run_1/layer_met2.png
The bar under the picture is 50 um long.
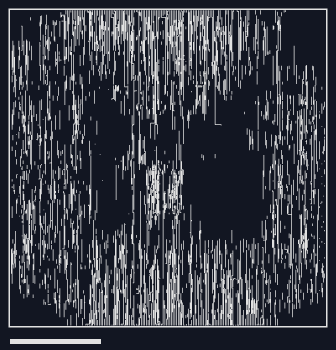
run_1/power_grid.png
Pins as bars on the die edge. Tap cells in gray.
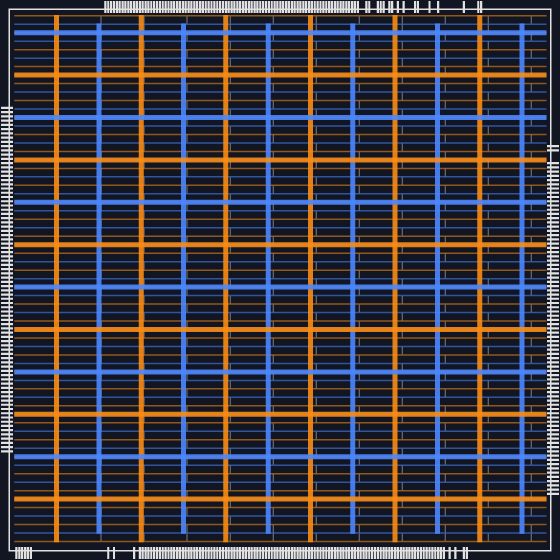
run_1/placement.png
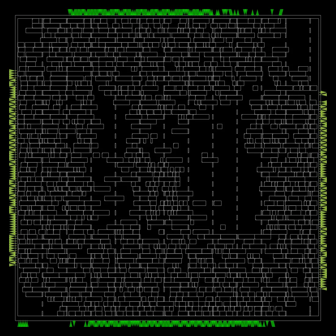
## src/rtl/mem_stage.sv

```systemverilog
// ============================================================================
// mem_stage : pipeline MEM stage with req/ack data-memory access, upstream
//             stall, forwarding pair and fault reporting.
//             Optional macro MEM_SUBWORD_EN enables byte/halfword accesses.
// Revision  : 1.0  initial release
// ============================================================================
`default_nettype none

module mem_stage #(
  parameter int DMEM_TIMEOUT = 255
) (
  input  logic        CLK,
  input  logic        RESET,
  input  logic [31:0] Instr1_IN,
  input  logic [31:0] Instr1_PC_IN,
  input  logic [31:0] ALU_result1_IN,
  input  logic [4:0]  WriteRegister1_IN,
  input  logic [31:0] MemWriteData1_IN,
  input  logic        RegWrite1_IN,
  input  logic        MemRead1_IN,
  input  logic        MemWrite1_IN,
  input  logic [5:0]  ALU_Control1_IN,
  output logic        dmem_req,
  output logic        dmem_we,
  output logic [31:0] dmem_addr,
  output logic [3:0]  dmem_be,
  output logic [31:0] dmem_wdata,
  input  logic        dmem_ack,
  input  logic [31:0] dmem_rdata,
  output logic        STALL,
  output logic [4:0]  MemWriteReg,
  output logic [31:0] Mem_ALU_result,
  output logic [31:0] Instr1_OUT,
  output logic [31:0] Instr1_PC_OUT,
  output logic [31:0] WriteData1_OUT,
  output logic [4:0]  WriteRegister1_OUT,
  output logic        RegWrite1_OUT,
  output logic        MemFault_OUT
);

  localparam int CW = (DMEM_TIMEOUT < 2) ? 1 : $clog2(DMEM_TIMEOUT + 1);
  localparam logic [CW-1:0] c_cnt_last = CW'(DMEM_TIMEOUT - 1);

  typedef enum logic [0:0] {
    ST_IDLE   = 1'b0,
    ST_ACCESS = 1'b1
  } state_t;

  state_t        r_state;
  logic [CW-1:0] r_cnt;
  logic [31:0]   r_alu;
  logic [31:0]   r_wdata;
  logic [3:0]    r_be;
  logic          r_we;
  logic [4:0]    r_wreg;
  logic          r_rw;
  logic [31:0]   r_instr;
  logic [31:0]   r_pc;

  logic          w_memop;
  logic          w_misalign;
  logic [3:0]    w_be;
  logic [31:0]   w_wdata;
  logic [31:0]   w_load;
  logic          w_timeout;
  logic          w_unused;

  assign w_memop   = MemRead1_IN | MemWrite1_IN;
  assign w_timeout = (r_cnt == c_cnt_last);

`ifdef MEM_SUBWORD_EN
  logic [1:0] r_size;
  logic       r_uns;
  logic [7:0] w_byte;
  logic [15:0] w_half;

  assign w_unused = ^ALU_Control1_IN[5:3];

  // Access size comes from the low bits of the load/store opcode: 00 byte, 01 half, 11 word.
  always_comb begin
    w_misalign = 1'b0;
    w_be       = 4'hF;
    w_wdata    = MemWriteData1_IN;
    case (ALU_Control1_IN[1:0])
      2'b00: begin
        w_be    = 4'b0001 << ALU_result1_IN[1:0];
        w_wdata = {4{MemWriteData1_IN[7:0]}};
      end
      2'b01: begin
        w_be       = ALU_result1_IN[1] ? 4'b1100 : 4'b0011;
        w_wdata    = {2{MemWriteData1_IN[15:0]}};
        w_misalign = w_memop & ALU_result1_IN[0];
      end
      default: w_misalign = w_memop & (ALU_result1_IN[1:0] != 2'b00);
    endcase
  end

  always_comb begin
    case (r_alu[1:0])
      2'b00:   w_byte = dmem_rdata[7:0];
      2'b01:   w_byte = dmem_rdata[15:8];
      2'b10:   w_byte = dmem_rdata[23:16];
      default: w_byte = dmem_rdata[31:24];
    endcase
    w_half = r_alu[1] ? dmem_rdata[31:16] : dmem_rdata[15:0];
    case (r_size)
      2'b00:   w_load = r_uns ? {24'h0, w_byte} : {{24{w_byte[7]}}, w_byte};
      2'b01:   w_load = r_uns ? {16'h0, w_half} : {{16{w_half[15]}}, w_half};
      default: w_load = dmem_rdata;
    endcase
  end

  always_ff @(posedge CLK or negedge RESET) begin
    if (!RESET) begin
      r_size <= 2'b00;
      r_uns  <= 1'b0;
    end else if (r_state == ST_IDLE && w_memop && !w_misalign) begin
      r_size <= ALU_Control1_IN[1:0];
      r_uns  <= ALU_Control1_IN[2];
    end
  end
`else
  assign w_unused   = ^ALU_Control1_IN;
  assign w_misalign = 1'b0;
  assign w_be       = 4'hF;
  assign w_wdata    = MemWriteData1_IN;
  assign w_load     = dmem_rdata;
`endif

  // Forwarding and stall are gated by reset so every output reads 0 while RESET is low.
  assign STALL          = RESET & (((r_state == ST_IDLE) & w_memop & ~w_misalign) |
                                   ((r_state == ST_ACCESS) & ~dmem_ack & ~w_timeout));
  assign MemWriteReg    = (RESET & RegWrite1_IN & ~MemRead1_IN) ? WriteRegister1_IN : 5'd0;
  assign Mem_ALU_result = RESET ? ALU_result1_IN : 32'h0;

  assign dmem_req   = (r_state == ST_ACCESS);
  assign dmem_we    = dmem_req & r_we;
  assign dmem_addr  = {r_alu[31:2], 2'b00};
  assign dmem_be    = r_be;
  assign dmem_wdata = r_wdata;

  always_ff @(posedge CLK or negedge RESET) begin
    if (!RESET) begin
      r_state            <= ST_IDLE;
      r_cnt              <= '0;
      r_alu              <= 32'h0;
      r_wdata            <= 32'h0;
      r_be               <= 4'h0;
      r_we               <= 1'b0;
      r_wreg             <= 5'd0;
      r_rw               <= 1'b0;
      r_instr            <= 32'h0;
      r_pc               <= 32'h0;
      Instr1_OUT         <= 32'h0;
      Instr1_PC_OUT      <= 32'h0;
      WriteData1_OUT     <= 32'h0;
      WriteRegister1_OUT <= 5'd0;
      RegWrite1_OUT      <= 1'b0;
      MemFault_OUT       <= 1'b0;
    end else begin
      MemFault_OUT <= 1'b0;
      if (r_state == ST_IDLE) begin
        Instr1_OUT         <= Instr1_IN;
        Instr1_PC_OUT      <= Instr1_PC_IN;
        WriteData1_OUT     <= ALU_result1_IN;
        WriteRegister1_OUT <= WriteRegister1_IN;
        if (w_memop) begin
          RegWrite1_OUT <= 1'b0;
          if (w_misalign) begin
            MemFault_OUT <= 1'b1;
          end else begin
            r_alu   <= ALU_result1_IN;
            r_wdata <= w_wdata;
            r_be    <= w_be;
            r_we    <= MemWrite1_IN;
            r_wreg  <= WriteRegister1_IN;
            r_rw    <= RegWrite1_IN;
            r_instr <= Instr1_IN;
            r_pc    <= Instr1_PC_IN;
            r_cnt   <= '0;
            r_state <= ST_ACCESS;
          end
        end else begin
          RegWrite1_OUT <= RegWrite1_IN;
        end
      end else begin
        // An ack in the timeout cycle still completes the access normally.
        if (dmem_ack) begin
          Instr1_OUT         <= r_instr;
          Instr1_PC_OUT      <= r_pc;
          WriteData1_OUT     <= r_we ? r_alu : w_load;
          WriteRegister1_OUT <= r_wreg;
          RegWrite1_OUT      <= r_rw & ~r_we;
          r_state            <= ST_IDLE;
        end else if (w_timeout) begin
          RegWrite1_OUT <= 1'b0;
          MemFault_OUT  <= 1'b1;
          r_state       <= ST_IDLE;
        end else begin
          RegWrite1_OUT <= 1'b0;
          r_cnt         <= r_cnt + 1'b1;
        end
      end
    end
  end

endmodule

`default_nettype wire

```

## config.mk

```make
export PLATFORM = sky130hd
export DESIGN_NAME = mem_stage
export DESIGN_NICKNAME = d
export VERILOG_FILES = /design/src/rtl/mem_stage.sv
export SDC_FILE = /design/constraint.sdc
export NUM_CORES = 1
export LEC_CHECK = 0
export CAP_MARGIN = 10
export CORE_MARGIN = 1
export CORE_UTILIZATION = 40
export CTS_CLUSTER_SIZE = 14
export DETAILED_ROUTE_END_ITERATION = 16
export PLACE_DENSITY = 0.71
export SYNTH_ARGS = -nofsm -noshare
export SYNTH_HDL_FRONTEND = slang
export SYNTH_SLANG_ARGS = --single-unit
```

## constraint.sdc

```tcl
create_clock -name CLK -period 3.8 [get_ports CLK]
set_input_delay 0.76 -clock CLK [delete_from_list [all_inputs] [get_ports CLK]]
set_output_delay 0.76 -clock CLK [all_outputs]
set_load 0.02 [all_outputs]
```

==> impl_table.tex, run 1 <==
% Table of physical implementation metrics
\begin{tabular}{lr}
\hline
Metric & Value \\
\hline
\multicolumn{2}{l}{\textbf{Global routing}} \\
Met1 track demand over resource in global routing & between 20\% and 30\% \\
Initial antenna violation count & 1 \\
Met3 layer usage reported by global route & 5.08\% \\
Via count of the first global-routing pass & 8277 \\
Largest net degree at the start of global routing & 142 \\
Global Route met2 Usage & between 30\% and 40\% \\
GRT Total Usage & 19.5\% \\
Top Usage Layer GRT & met2 \\
Global-route congestion overflow total & 0 \\
Wire length of the first global-routing pass & 47100 um \\
\multicolumn{2}{l}{\textbf{Setup path}} \\
Crit start category & flop \\
Data arrival at the endpoint of the critical path & 2510 ps \\
Minimum setup slack among reg-to-reg paths & 1710 ps \\
Length in cells of the worst reg-to-reg path & 2 \\
Startpoint of the most critical setup path & r\_cnt[0]\$\_DFFE\_PN0P\_ \\
Critical Path Sink & STALL \\
Peak fanout along the critical path & 7 \\
Endpoint type of the worst setup path & primary output \\
Worst r2r src & dmem\_req\$\_DFF\_PN0\_ \\
Critical R2R Capture & WriteData1\_OUT[21]\$\_DFFE\_PN0N\_ \\
Data required time of the critical path & 3040 ps \\
Startpoint-to-endpoint class of the critical path & reg2out \\
\multicolumn{2}{l}{\textbf{Finish}} \\
Final core area utilization & between 50\% and 60\% \\
Final Non-Filler Cells & between 1.5k and 2k \\
Multi-input combinational gate total & 573 \\
Non-clock inverter instance count of the final layout & 2 \\
Post-synthesis to final-layout area growth & 40.8\% \\
Cell type taking the most area & flip-flops and latches \\
Total number of nets in the final design & 1429 \\
Fraction of standard cell area in multi-input logic & between 20\% and 30\% \\
FF+latch count & 248 \\
Antenna cells & 1 \\
Most frequent logic cells in the routed design & 377 x sky130\_fd\_sc\_hd\_\_clkdlybuf4s50\_1, 246 x sky130\_fd\_sc\_hd\_\_dfrtp\_1, 110 x sky130\_fd\_sc\_hd\_\_mux2\_4 \\
Ratio of cells with drive above 1 in the final layout & between 15 and 20\% \\
Most instantiated logic cell after routing & sky130\_fd\_sc\_hd\_\_clkdlybuf4s50\_1 \\
Clock buffer count & 42 \\
Final cell area excluding filler cells & 16500 sq um \\
Multi-input gate area in the final layout & 4860 sq um \\
Non-Clock Buffer Count & 396 \\
Non-clock buffering overhead in the final layout & 24.1\% \\
Clock network share of area & 5.85\% \\
FF+latch area & $\sim$6200 sq um \\
\multicolumn{2}{l}{\textbf{Flow run}} \\
Max capacitance violation total & 0 \\
Total number of warnings across the stage logs & 35 \\
\multicolumn{2}{l}{\textbf{Outcome}} \\
Outcome & completed \\
\multicolumn{2}{l}{\textbf{Final timing}} \\
Hold WS & $\sim$54 ps \\
Final worst clock skew & 10.1 ps \\
Setup TNS & 0 ps \\
Final Hold Violating Endpoints & 0 \\
Achievable Freq & 306 MHz \\
Setup Viol. Count Final & 0 \\
Worst slew slack as a fraction of its limit & between 30\% and 40\% \\
Max-slew violations & 0 \\
Transition at the pin with the smallest max-transition slack & approximately 1000 ps \\
Post-route minimum period & 3270 ps \\
Setup repair after global routing missed its margin & false \\
Tcrit/Tclk final & 86.1\% \\
Worst path setup slack after routing & 530 ps \\
\multicolumn{2}{l}{\textbf{Placed design}} \\
Total half-perimeter wirelength after legalization and detailed placement & about 20000 um \\
Post-Place Cells & 1603 \\
Worst-case setup slack after placement & approximately 580 ps \\
Instance area after placement & 15500 sq um \\
IO buf count & 379 \\
RD Place Congestion & 0.778 \\
\multicolumn{2}{l}{\textbf{CTS}} \\
Num Clock Sinks & 248 \\
CTS buffer count & 29 \\
CTS root buf & sky130\_fd\_sc\_hd\_\_clkbuf\_16 \\
Maximum count of clock buffers along a single path & 3 \\
Number of buffers inserted by hold repair at cts & 0 \\
Clock input transition at the sequential cells of the worst setup and hold paths & 60 ps \\
Post-CTS Setup Repair Bufs & 0 \\
Clock Latency Late Sink & 540 ps \\
TritonCTS clock tree & built \\
H-tree lvl count & 1 \\
PostCTS Resize Cnt & 0 \\
\multicolumn{2}{l}{\textbf{Logic synthesis}} \\
Post-synth area hogs & sky130\_fd\_sc\_hd\_\_dfrtp\_1 53\%, sky130\_fd\_sc\_hd\_\_mux2\_4 14\%, sky130\_fd\_sc\_hd\_\_mux2i\_1 8.6\% \\
Ys Warns & 0 \\
Cell count listed in synth\_stat.txt & around 920 \\
Library cells used by synthesis & approximately 41 \\
Share of the yosys chip area belonging to registers & 52.9\% \\
Flops after synth & 248 \\
Main flop type after synthesis & sky130\_fd\_sc\_hd\_\_dfrtp\_1 \\
Chip area from the yosys synthesis statistics & 11700 sq um \\
Synth top area share & 52.9\% \\
Gate count of the mapped netlist & approximately 900 \\
Yosys top cell by area & sky130\_fd\_sc\_hd\_\_dfrtp\_1 \\
EDFF count, synth & 0 \\
Post-synthesis average cell area & 12.8 sq um \\
Combined area of all synthesized cells & 11700 sq um \\
Fraction of registers with async set/reset & 100\% \\
\multicolumn{2}{l}{\textbf{Routing}} \\
Post-detailed-route wirelength per cell & around 18 um \\
Pre-antenna DRT Iters & 4 \\
Overall routed net length & 29500 um \\
Total via count in the routed design & 8071 \\
Number of DRC markers after the initial detailed-route iteration & 279 \\
Remaining DRCs & 0 \\
Per-cell via count in the routed design & 4.88 \\
DRT antenna net count & 0 \\
\multicolumn{2}{l}{\textbf{Floorplanning}} \\
Overall chip area & between 20000 and 30000 sq um \\
Core Util at FP & 40.7\% \\
Rows & 62 \\
Boundary pin count & between 300 and 400 \\
\multicolumn{2}{l}{\textbf{Pwr}} \\
Leakage Power & 7.28 nW \\
Worst IR Drop VDD & 0.000419 V \\
Power density over the cells & roughly 700 nW/um\^{}2 \\
Overall Power & 11.4 mW \\
\multicolumn{2}{l}{\textbf{Min path}} \\
Tightest Hold Check Type & in2async \\
\hline
\end{tabular}
-- layer_met2.png (at the start) --
The layer holds 49% of the routed length. The wires run mostly vertical.

-- power_grid.png (at the start) --
Key: blue = VDD; orange = VSS
The core has 62 rows. 384 tap cells. 388 signal pins sit on the boundary. 63 met1 rails follow the rows. 12 straps on met5.
Core Region: 28800 sq um
Die W: 173 um

-- placement.png (at the start) --
tapcells inserted: 384
fill count: 2372
fraction of area in registers: 37.6%

run 1: registers in the layout (all words and copies together) (netlist names):
signal / cells
r_we: 1
r_pc: 32
r_wreg: 5
r_instr: 32
dmem_wdata: 32
r_rw: 1
r_alu: 32
dmem_be: 1
Instr1_OUT: 32
WriteRegister1_OUT: 5
dmem_req: 1
WriteData1_OUT: 32
RegWrite1_OUT: 1
r_cnt: 8
MemFault_OUT: 1
Instr1_PC_OUT: 32
run 1: worst max-delay path, stage by stage (launching register included):
cell	delay, ps
sky130_fd_sc_hd__dfrtp_1	450
sky130_fd_sc_hd__inv_1	90
sky130_fd_sc_hd__ha_1	230
sky130_fd_sc_hd__and3_1	250
sky130_fd_sc_hd__a21oi_1	180
sky130_fd_sc_hd__o21a_1	130
sky130_fd_sc_hd__clkdlybuf4s50_1	650
run 1: per-layer routing:
layer	part of all wire, %	up-vias	routed length [um]
met4	3.0	0	880
li1	-	3846	-
met1	42	3929	12400
met5	0	-	0
met2	49	242	14400
met3	6.3	54	1860
run 1: worst min path at each step:
stage,from,to,depth (start not counted)
finish,RESET,RegWrite1_OUT$_DFF_PN0_,1
global route,RESET,RegWrite1_OUT$_DFF_PN0_,1
CTS,RESET,r_cnt[4]$_DFFE_PN0P_,1
detailed placement,dmem_wdata[17]$_DFFE_PN0P_,dmem_wdata[17]$_DFFE_PN0P_,1
global placement,r_pc[3]$_DFFE_PN0P_,r_pc[3]$_DFFE_PN0P_,1
floorplan,RESET,Instr1_OUT[0]$_DFFE_PN0N_,0
run 1: Yosys cell counts (2+ instances only):
cell and count:
sky130_fd_sc_hd__nand2_1 7, sky130_fd_sc_hd__nor2_1 104, sky130_fd_sc_hd__o211ai_1 3, sky130_fd_sc_hd__buf_2 23, sky130_fd_sc_hd__ha_1 2, sky130_fd_sc_hd__mux2_2 50
sky130_fd_sc_hd__dfrtp_1 248, sky130_fd_sc_hd__and4b_1 2, sky130_fd_sc_hd__a21oi_1 106, sky130_fd_sc_hd__nand3_1 4, sky130_fd_sc_hd__and3_1 3, sky130_fd_sc_hd__mux2i_1 101
sky130_fd_sc_hd__buf_4 42, sky130_fd_sc_hd__mux2_4 110, sky130_fd_sc_hd__a21boi_0 2, sky130_fd_sc_hd__clkbuf_1 17, sky130_fd_sc_hd__nand2b_1 2, sky130_fd_sc_hd__a211oi_1 6
sky130_fd_sc_hd__nand4_1 3, sky130_fd_sc_hd__buf_6 14, sky130_fd_sc_hd__mux2_1 7, sky130_fd_sc_hd__and4_1 2, sky130_fd_sc_hd__and2_1 39, sky130_fd_sc_hd__inv_1 2
sky130_fd_sc_hd__o21ai_0 4
run 1: cells by family after synthesis:
| group | after synthesis | synth area share (%) |
|---|---|---|
| mux | 268 | 28.2 |
| flops | 248 | 52.9 |
| simple gates | 173 | 7.00 |
| compound gates | 128 | 5.98 |
| buf+inv | 99 | 5.66 |
| fa+ha+maj | 2 | 0.213 |
| other cells | 1 | 0.0320 |
run 1: power by group:
group          internal [mW]  switching (mW)  total (mW)
registers               3.54           0.572        4.12
logic                   2.44            2.09        4.53
clock network           1.72            1.08        2.80
==> inputs of run 2 (changes only) <==
--- a/config.mk
+++ b/config.mk
@@ -7,10 +7,11 @@
 export LEC_CHECK = 0
 export CAP_MARGIN = 10
 export CORE_MARGIN = 1
-export CORE_UTILIZATION = 40
+export CORE_UTILIZATION = 50
+export CTS_CLUSTER_DIAMETER = 120
 export CTS_CLUSTER_SIZE = 14
 export DETAILED_ROUTE_END_ITERATION = 16
-export PLACE_DENSITY = 0.71
+export PLACE_DENSITY = 0.86
 export SYNTH_ARGS = -nofsm -noshare
 export SYNTH_HDL_FRONTEND = slang
 export SYNTH_SLANG_ARGS = --single-unit
run_2/clk_routes.png
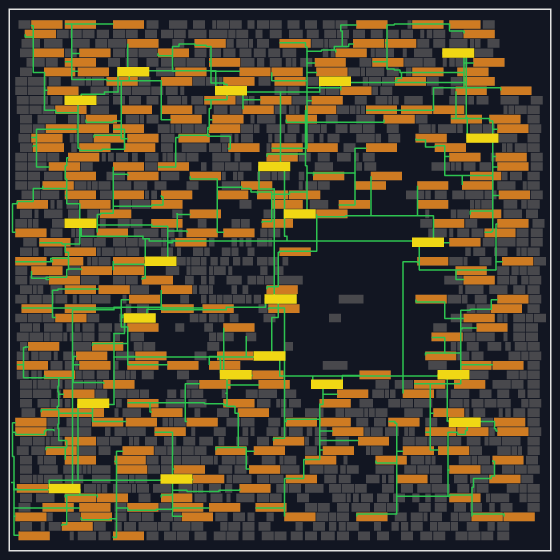
Key: green = clock wires [length 3060 um]; yellow = clock drivers [count 21]; orange = flip-flops [count 248]
There are 22 routed clock nets. Position of the flops: spread over the die.
final worst clock skew: 20.9 ps
Clk network pwr share: 18.5%
Clock Latency Late Sink: 510 ps
Clock Power: 1.98 mW

==> run 2 against run 1 <==
  * Flip-flop count did not move
  * Total power fell by 6.5%
  * Final cell count is 5.8% lower
  * Clock skew rose by 11 ps
  * Register-to-register slack lost 470 ps
  * Core utilization increased by 13 points
  * Final area decreased by 2.8%
  * Synthesized cell count stayed put
  * Critical path depth down 1
  * Critical endpoint is now MemWriteReg[4]
  * Via count grew 0.22%
  * Clock power is 29% lower
  * Die size shrank 20%
==> impl_table.tex, run 2 <==
% Table of physical implementation metrics
\begin{tabular}{lr}
\hline
Metric & Value \\
\hline
\multicolumn{2}{l}{\textbf{Setup path}} \\
Master of the slowest instance on the critical path & sky130\_fd\_sc\_hd\_\_clkdlybuf4s50\_1 \\
Crit path top cell by count & sky130\_fd\_sc\_hd\_\_clkdlybuf4s50\_1 \\
Length in cells of the worst reg-to-reg path & 4 \\
Number of buffer and inverter stages on the critical path & 2 \\
Startpoint-to-endpoint class of the critical path & in2out \\
Max stage delay on crit path & approximately 610 ps \\
Crit start category & input port \\
Cell-by-cell trace of the critical path & clkdlybuf4s50\_1 -> nand2\_1 -> nor2\_1 -> and2\_1 -> clkdlybuf4s50\_1 \\
Total stage count of the critical path & 5 \\
Critical Path Sink & MemWriteReg[4] \\
Cell family with the largest share of critical-path delay & buffers and inverters \\
Worst r2r src & dmem\_req\$\_DFF\_PN0\_ \\
Minimum setup slack among reg-to-reg paths & 1240 ps \\
Startpoint of the most critical setup path & RegWrite1\_IN \\
Peak fanout along the critical path & 5 \\
Data required time of the critical path & between 3000 and 4000 ps \\
\multicolumn{2}{l}{\textbf{Logic synthesis}} \\
EDFF count, synth & 0 \\
Yosys top cell by area & sky130\_fd\_sc\_hd\_\_dfrtp\_1 \\
Library cells used by synthesis & 41 \\
Fraction of registers with async set/reset & 100\% \\
Flops after synth & 248 \\
Post-synth area hogs & sky130\_fd\_sc\_hd\_\_dfrtp\_1 53\%, sky130\_fd\_sc\_hd\_\_mux2\_4 14\%, sky130\_fd\_sc\_hd\_\_mux2i\_1 8.6\% \\
Share of the yosys chip area belonging to registers & 52.9\% \\
\multicolumn{2}{l}{\textbf{CTS}} \\
Number of buffers inserted by hold repair at cts & 0 \\
Clock input transition at the sequential cells of the worst setup and hold paths & 70 ps \\
CTS buffer count & 21 \\
PostCTS Resize Cnt & 0 \\
H-tree lvl count & 1 \\
CTS root buf & sky130\_fd\_sc\_hd\_\_clkbuf\_16 \\
Num Clock Sinks & 248 \\
Post-CTS Setup Repair Bufs & 0 \\
\multicolumn{2}{l}{\textbf{Routing}} \\
Remaining DRCs & 0 \\
M1 wire length & 11900 um \\
Total via count in the routed design & about 8k \\
Total met2 wirelength after detailed routing & 14800 um \\
Pre-antenna DRT Iters & 5 \\
Overall routed net length & 29100 um \\
Per-cell via count in the routed design & 5.19 \\
\multicolumn{2}{l}{\textbf{Finish}} \\
Final cell area excluding filler cells & 16000 sq um \\
Total number of nets in the final design & 1423 \\
Post-synthesis to final-layout area growth & 36.9\% \\
Ratio of cells with drive above 1 in the final layout & between 10\% and 20\% \\
\multicolumn{2}{l}{\textbf{Flow run}} \\
Max capacitance violation total & 0 \\
Total number of warnings across the stage logs & 33 \\
\multicolumn{2}{l}{\textbf{Pwr}} \\
Switching component of the power & 3.64 mW \\
Overall Power & 10.7 mW \\
Worst IR Drop VDD & $\sim$0.00047 V \\
Share of power burned in combinational logic & around 43\% \\
Net switching fraction of the power & $\sim$34\% \\
Cell internal pwr & approximately 7.1 mW \\
\multicolumn{2}{l}{\textbf{Floorplanning}} \\
Core Util at FP & between 50 and 60\% \\
Core Region & 22800 sq um \\
\multicolumn{2}{l}{\textbf{Min path}} \\
Tightest Hold Check Type & in2async \\
\multicolumn{2}{l}{\textbf{Placed design}} \\
RD Place Congestion & about 0.81 \\
Worst-case setup slack after placement & 549 ps \\
\multicolumn{2}{l}{\textbf{Final timing}} \\
Setup TNS & 0 ps \\
Final Hold Violating Endpoints & 0 \\
Post-route minimum period & 3240 ps \\
Worst path setup slack after routing & 563 ps \\
\multicolumn{2}{l}{\textbf{Outcome}} \\
Outcome & completed \\
\hline
\end{tabular}
==> run 2: netlist changes by cell type in the layout (fill, tap and decap cells not counted), sizes merged <==
cell and change:
bufinv -2, diode -1, clkinv -5, buf +2
clkbuf -19
==> run 2: worst min-delay path by stage <==
| stage | slack (ps) | depth (start not counted) | to |
|---|---|---|---|
| after floorplan | 460 | 0 | Instr1_OUT[0]$_DFFE_PN0N_ |
| after global placement | 490 | 1 | r_pc[2]$_DFFE_PN0P_ |
| after detailed placement | 490 | 1 | dmem_wdata[9]$_DFFE_PN0P_ |
| after CTS | 110 | 1 | WriteData1_OUT[0]$_DFFE_PN0N_ |
| after global routing | 120 | 1 | dmem_wdata[26]$_DFFE_PN0P_ |
| final | 120 | 1 | dmem_wdata[26]$_DFFE_PN0P_ |
==> run 2: area by class of cell <==
cell class / count / area [sq um]
fill: 1667 / 6800
sequential: 248 / 6210
multi-input combinational: 573 / 4860
timing repair buffer: 398 / 4010
clock buffer: 23 / 533
tap: 313 / 392
clock inverter: 2 / 38.8
inverter: 2 / 7.51
==> run 2: per-stage QoR <==
stage          hold slack (ps)  std cells
4_1_cts                    112       1559
3_3_place_gp               486       1534
3_5_place_dp               492       1534
6_report                   124       1559
5_1_grt                    122       1559
2_1_floorplan              464        920
==> run 2: per-layer routing <==
| layer | track usage, % | vias up |
|---|---|---|
| met1 | 29.3 | 3988 |
| li1 | - | 3821 |
| met4 | 6.32 | 0 |
| met5 | 0 | - |
| met2 | 42.3 | 242 |
| met3 | 5.49 | 38 |
==> run 2: power groups by stage <==
stage | clock [mW] | sequential, mW | combinational (mW)
2_1_floorplan | 0 | 4.63 | 2.29
3_3_place_gp | 0 | 4.08 | 4.52
3_5_place_dp | 0 | 4.13 | 4.62
4_1_cts | 2.04 | 4.11 | 4.64
5_1_grt | 2.14 | 4.21 | 4.87
6_report | 1.98 | 4.12 | 4.60
==> run 2: cell families (layout without fill, tap and decap cells) <==
| kind of cell | after synthesis | count (layout) | synth area share, % |
|---|---|---|---|
| buffers and inverters | 99 | 425 | 5.66 |
| AND-OR/OR-AND | 128 | 128 | 5.98 |
| flip-flops | 248 | 248 | 52.9 |
| other | 1 | 2 | 0.0320 |
| multiplexers | 268 | 268 | 28.2 |
| AND/OR/NAND/NOR | 173 | 173 | 7.00 |
| adder cells (fa/ha/maj) | 2 | 2 | 0.213 |
==> inputs of run 3 (changes only) <==
--- a/config.mk
+++ b/config.mk
@@ -12,6 +12,7 @@
 export CTS_CLUSTER_SIZE = 14
 export DETAILED_ROUTE_END_ITERATION = 16
 export PLACE_DENSITY = 0.86
+export SKIP_LAST_GASP = 1
 export SYNTH_ARGS = -nofsm -noshare
 export SYNTH_HDL_FRONTEND = slang
 export SYNTH_SLANG_ARGS = --single-unit
run_3/placement.png
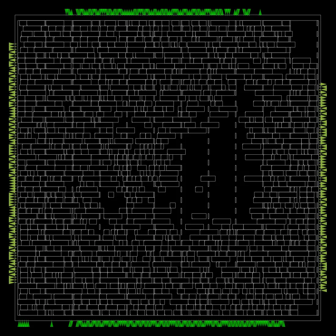
FF+latch count: 248
Core Region: 22800 sq um
fill count: 1667
Rows: 55
final core area utilization: 70.2%

==> run 3 against run 2 <==
  * Register-to-register slack is essentially flat
  * Non-clock buffer count is the same
  * Final area is the same
  * Critical path type unchanged
==> impl_table.tex, run 3 <==
% Table of physical implementation metrics
\begin{tabular}{lr}
\hline
Metric & Value \\
\hline
\multicolumn{2}{l}{\textbf{Outcome}} \\
Outcome & completed \\
\multicolumn{2}{l}{\textbf{Routing}} \\
DRT antenna net count & 0 \\
Overall routed net length & roughly 29000 um \\
Pre-antenna DRT Iters & 5 \\
Remaining DRCs & 0 \\
Total via count in the routed design & roughly 8k \\
Per-cell via count in the routed design & slightly above 5 \\
Number of DRC markers after the initial detailed-route iteration & 340 \\
\multicolumn{2}{l}{\textbf{Global routing}} \\
GRT Total Usage & 23.9\% \\
Global-route congestion overflow total & 0 \\
Initial antenna violation count & 0 \\
Largest net degree at the start of global routing & 82 \\
Via count of the first global-routing pass & roughly 8.4k \\
Wire length of the first global-routing pass & roughly 46000 um \\
\multicolumn{2}{l}{\textbf{Flow run}} \\
Total number of warnings across the stage logs & 33 \\
Max capacitance violation total & 0 \\
\multicolumn{2}{l}{\textbf{Final timing}} \\
Setup TNS & 0 ps \\
Final worst clock skew & 20.9 ps \\
Setup Viol. Count Final & 0 \\
Setup repair after global routing missed its margin & false \\
Tcrit/Tclk final & 85.2\% \\
Post-route minimum period & 3240 ps \\
Achievable Freq & 309 MHz \\
Max-slew violations & 0 \\
Transition at the pin with the smallest max-transition slack & $\sim$1000 ps \\
Final Hold Violating Endpoints & 0 \\
\multicolumn{2}{l}{\textbf{Pwr}} \\
Overall Power & $\sim$11 mW \\
Leakage Power & 7.10 nW \\
Power density over the cells & 667 nW/um\^{}2 \\
Share of power burned in combinational logic & 43.0\% \\
Switching component of the power & 3.64 mW \\
Clk network pwr share & between 15 and 20\% \\
Cell internal pwr & 7.06 mW \\
Net switching fraction of the power & between 30\% and 40\% \\
Flop pwr share & 38.5\% \\
Worst IR Drop VDD & 0.000466 V \\
\multicolumn{2}{l}{\textbf{Logic synthesis}} \\
Cell count listed in synth\_stat.txt & 919 \\
Post-synthesis average cell area & about 13 sq um \\
Gate count of the mapped netlist & 919 \\
Synth top area share & 52.9\% \\
Leading cell types by count after synthesis & 248 x sky130\_fd\_sc\_hd\_\_dfrtp\_1, 110 x sky130\_fd\_sc\_hd\_\_mux2\_4, 106 x sky130\_fd\_sc\_hd\_\_a21oi\_1 \\
Flops after synth & between 200 and 250 \\
Share of the yosys chip area belonging to registers & 52.9\% \\
Ys Warns & 0 \\
Combined area of all synthesized cells & 11700 sq um \\
Chip area from the yosys synthesis statistics & 11700 sq um \\
Main flop type after synthesis & sky130\_fd\_sc\_hd\_\_dfrtp\_1 \\
Fraction of registers with async set/reset & 100\% \\
Yosys top cell by area & sky130\_fd\_sc\_hd\_\_dfrtp\_1 \\
Yosys top cell by instances & sky130\_fd\_sc\_hd\_\_dfrtp\_1 \\
Post-synth area hogs & sky130\_fd\_sc\_hd\_\_dfrtp\_1 53\%, sky130\_fd\_sc\_hd\_\_mux2\_4 14\%, sky130\_fd\_sc\_hd\_\_mux2i\_1 8.6\% \\
Library cells used by synthesis & 41 \\
EDFF count, synth & 0 \\
\multicolumn{2}{l}{\textbf{CTS}} \\
H-tree lvl count & 1 \\
Clock input transition at the sequential cells of the worst setup and hold paths & 70 ps \\
TritonCTS clock tree & built \\
Clock Latency Late Sink & 510 ps \\
CTS root buf & sky130\_fd\_sc\_hd\_\_clkbuf\_16 \\
PostCTS Resize Cnt & 0 \\
Post-CTS Setup Repair Bufs & 0 \\
CTS buffer count & 21 \\
Number of buffers inserted by hold repair at cts & 0 \\
Num Clock Sinks & about 250 \\
\multicolumn{2}{l}{\textbf{Setup path}} \\
Critical R2R Capture & dmem\_wdata[31]\$\_DFFE\_PN0P\_ \\
Crit start category & input port \\
Minimum setup slack among reg-to-reg paths & 1240 ps \\
Data arrival at the endpoint of the critical path & roughly 2500 ps \\
Startpoint-to-endpoint class of the critical path & in2out \\
Endpoint type of the worst setup path & primary output \\
Peak fanout along the critical path & 5 \\
Data required time of the critical path & 3040 ps \\
Worst r2r src & dmem\_req\$\_DFF\_PN0\_ \\
\multicolumn{2}{l}{\textbf{Floorplanning}} \\
Overall chip area & 24100 sq um \\
Die W & 155 um \\
Core Util at FP & 51.3\% \\
Boundary pin count & between 300 and 400 \\
\multicolumn{2}{l}{\textbf{Placed design}} \\
RD Place Congestion & 0.813 \\
IO buf count & 379 \\
Worst-case setup slack after placement & about 550 ps \\
Total half-perimeter wirelength after legalization and detailed placement & 19900 um \\
\multicolumn{2}{l}{\textbf{Finish}} \\
Multi-input gate area in the final layout & between 4000 and 5000 sq um \\
Most instantiated logic cell after routing & sky130\_fd\_sc\_hd\_\_clkdlybuf4s50\_1 \\
Post-synthesis to final-layout area growth & 36.9\% \\
Ratio of cells with drive above 1 in the final layout & 16.7\% \\
Most frequent logic cells in the routed design & 377 x sky130\_fd\_sc\_hd\_\_clkdlybuf4s50\_1, 246 x sky130\_fd\_sc\_hd\_\_dfrtp\_1, 110 x sky130\_fd\_sc\_hd\_\_mux2\_4 \\
Antenna cells & 0 \\
FF+latch area & 6210 sq um \\
\multicolumn{2}{l}{\textbf{Min path}} \\
Tightest Hold Check Type & in2async \\
\hline
\end{tabular}
-- run 3: kinds of logic (layout without fill, tap and decap cells) --
logic type | Yosys count | after routing | share of synthesized area (%)
muxes | 268 | 268 | 28.2
DFF | 248 | 248 | 52.9
and+or+nand+nor | 173 | 173 | 7.00
AOI/OAI and AO/OA | 128 | 128 | 5.98
buffers and inverters | 99 | 425 | 5.66
adders and majority gates | 2 | 2 | 0.213
other | 1 | 2 | 0.0320
-- run 3: cell type report --
cell class / instances / share of cell area (%)
flip-flops and latches: 248 / 38.7
multi-input cells: 573 / 30.3
repair buffers: 398 / 25.0
clock buffers: 23 / 3.32
well taps: 313 / 2.44
clock inverters: 2 / 0.242
inverters: 2 / 0.0468
-- run 3: per-layer routing --
metal | GRT usage (%) | vias to the layer above | routed length, um
met5 | 0 | - | 0
met4 | 6.32 | 0 | 561
met3 | 5.49 | 38 | 1890
met2 | 42.3 | 242 | 14800
met1 | 29.3 | 3988 | 11900
li1 | - | 3821 | -
-- run 3: power by group through the flow --
stage               logic [mW]  clock network [mW]  registers [mW]
global route              4.87                2.14            4.21
global placement          4.52                   0            4.08
detailed placement        4.62                   0            4.13
floorplan                 2.29                   0            4.63
CTS                       4.64                2.04            4.11
finish                    4.60                1.98            4.12
-- run 3: how the worst max path moves through the flow --
stage	from	to	slack, ps	cells after the start
after floorplan	MemRead1_IN	STALL	1560	3
after global placement	MemRead1_IN	STALL	560	5
after detailed placement	RegWrite1_IN	MemWriteReg[4]	550	5
after CTS	MemRead1_IN	STALL	550	5
after global routing	RegWrite1_IN	MemWriteReg[1]	470	5
final	RegWrite1_IN	MemWriteReg[4]	560	5
-- run 3: critical path: stages --
cell	delay, ps
sky130_fd_sc_hd__clkdlybuf4s50_1	510
sky130_fd_sc_hd__nand2_1	60
sky130_fd_sc_hd__nor2_1	340
sky130_fd_sc_hd__and2_1	190
sky130_fd_sc_hd__clkdlybuf4s50_1	610
-- run 3: through the flow --
| stage | cell area, sq um | instances | hold WS (ps) | util, % |
|---|---|---|---|---|
| 6_report | 16000 | 1559 | 124 | 70.2 |
| 4_1_cts | 16000 | 1559 | 112 | 70.2 |
| 3_5_place_dp | 15500 | 1534 | 492 | 67.7 |
| 2_1_floorplan | 11700 | 920 | 464 | - |
| 3_3_place_gp | 15500 | 1534 | 486 | 67.7 |
| 5_1_grt | 16000 | 1559 | 122 | 70.2 |

## Gallery

Cells colored by class.
The bar under the picture is 50 um long. Fill, decap, tap and diode cells in gray.
panel A
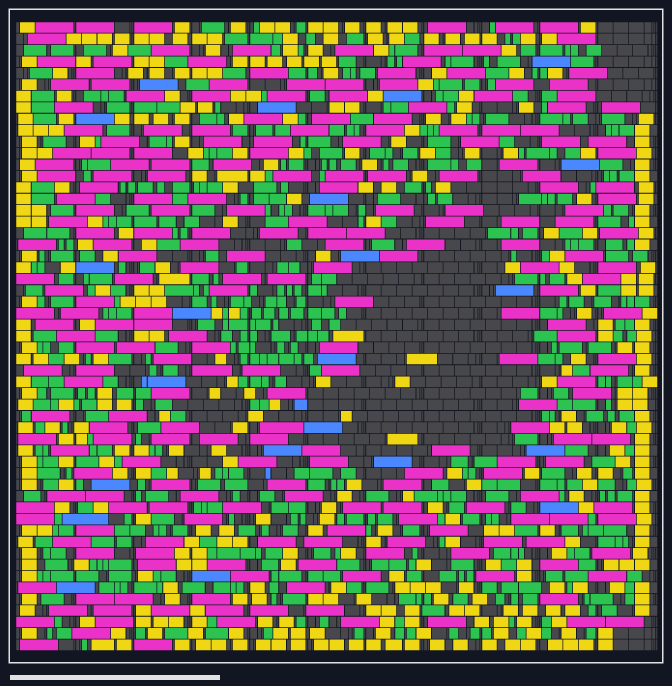
panel B
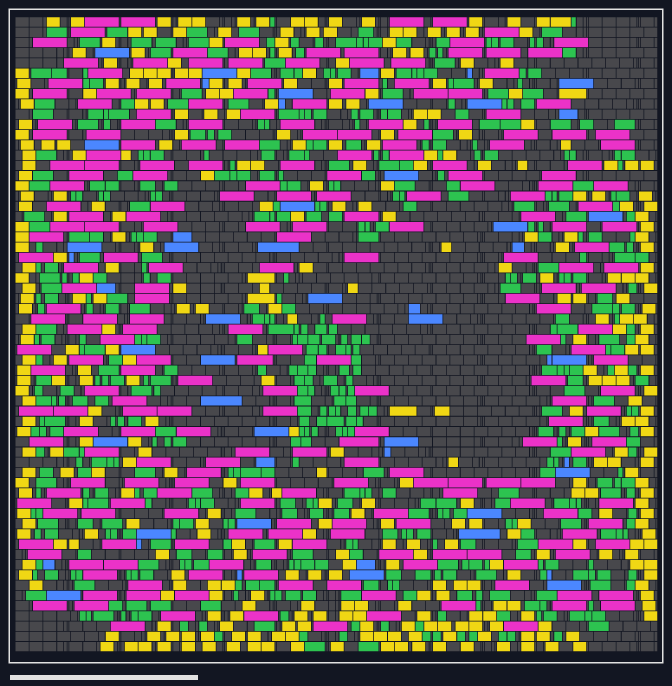
For run 1, see panel B.
For run 2, see panel A.

Power and IR drop assume default switching activity.
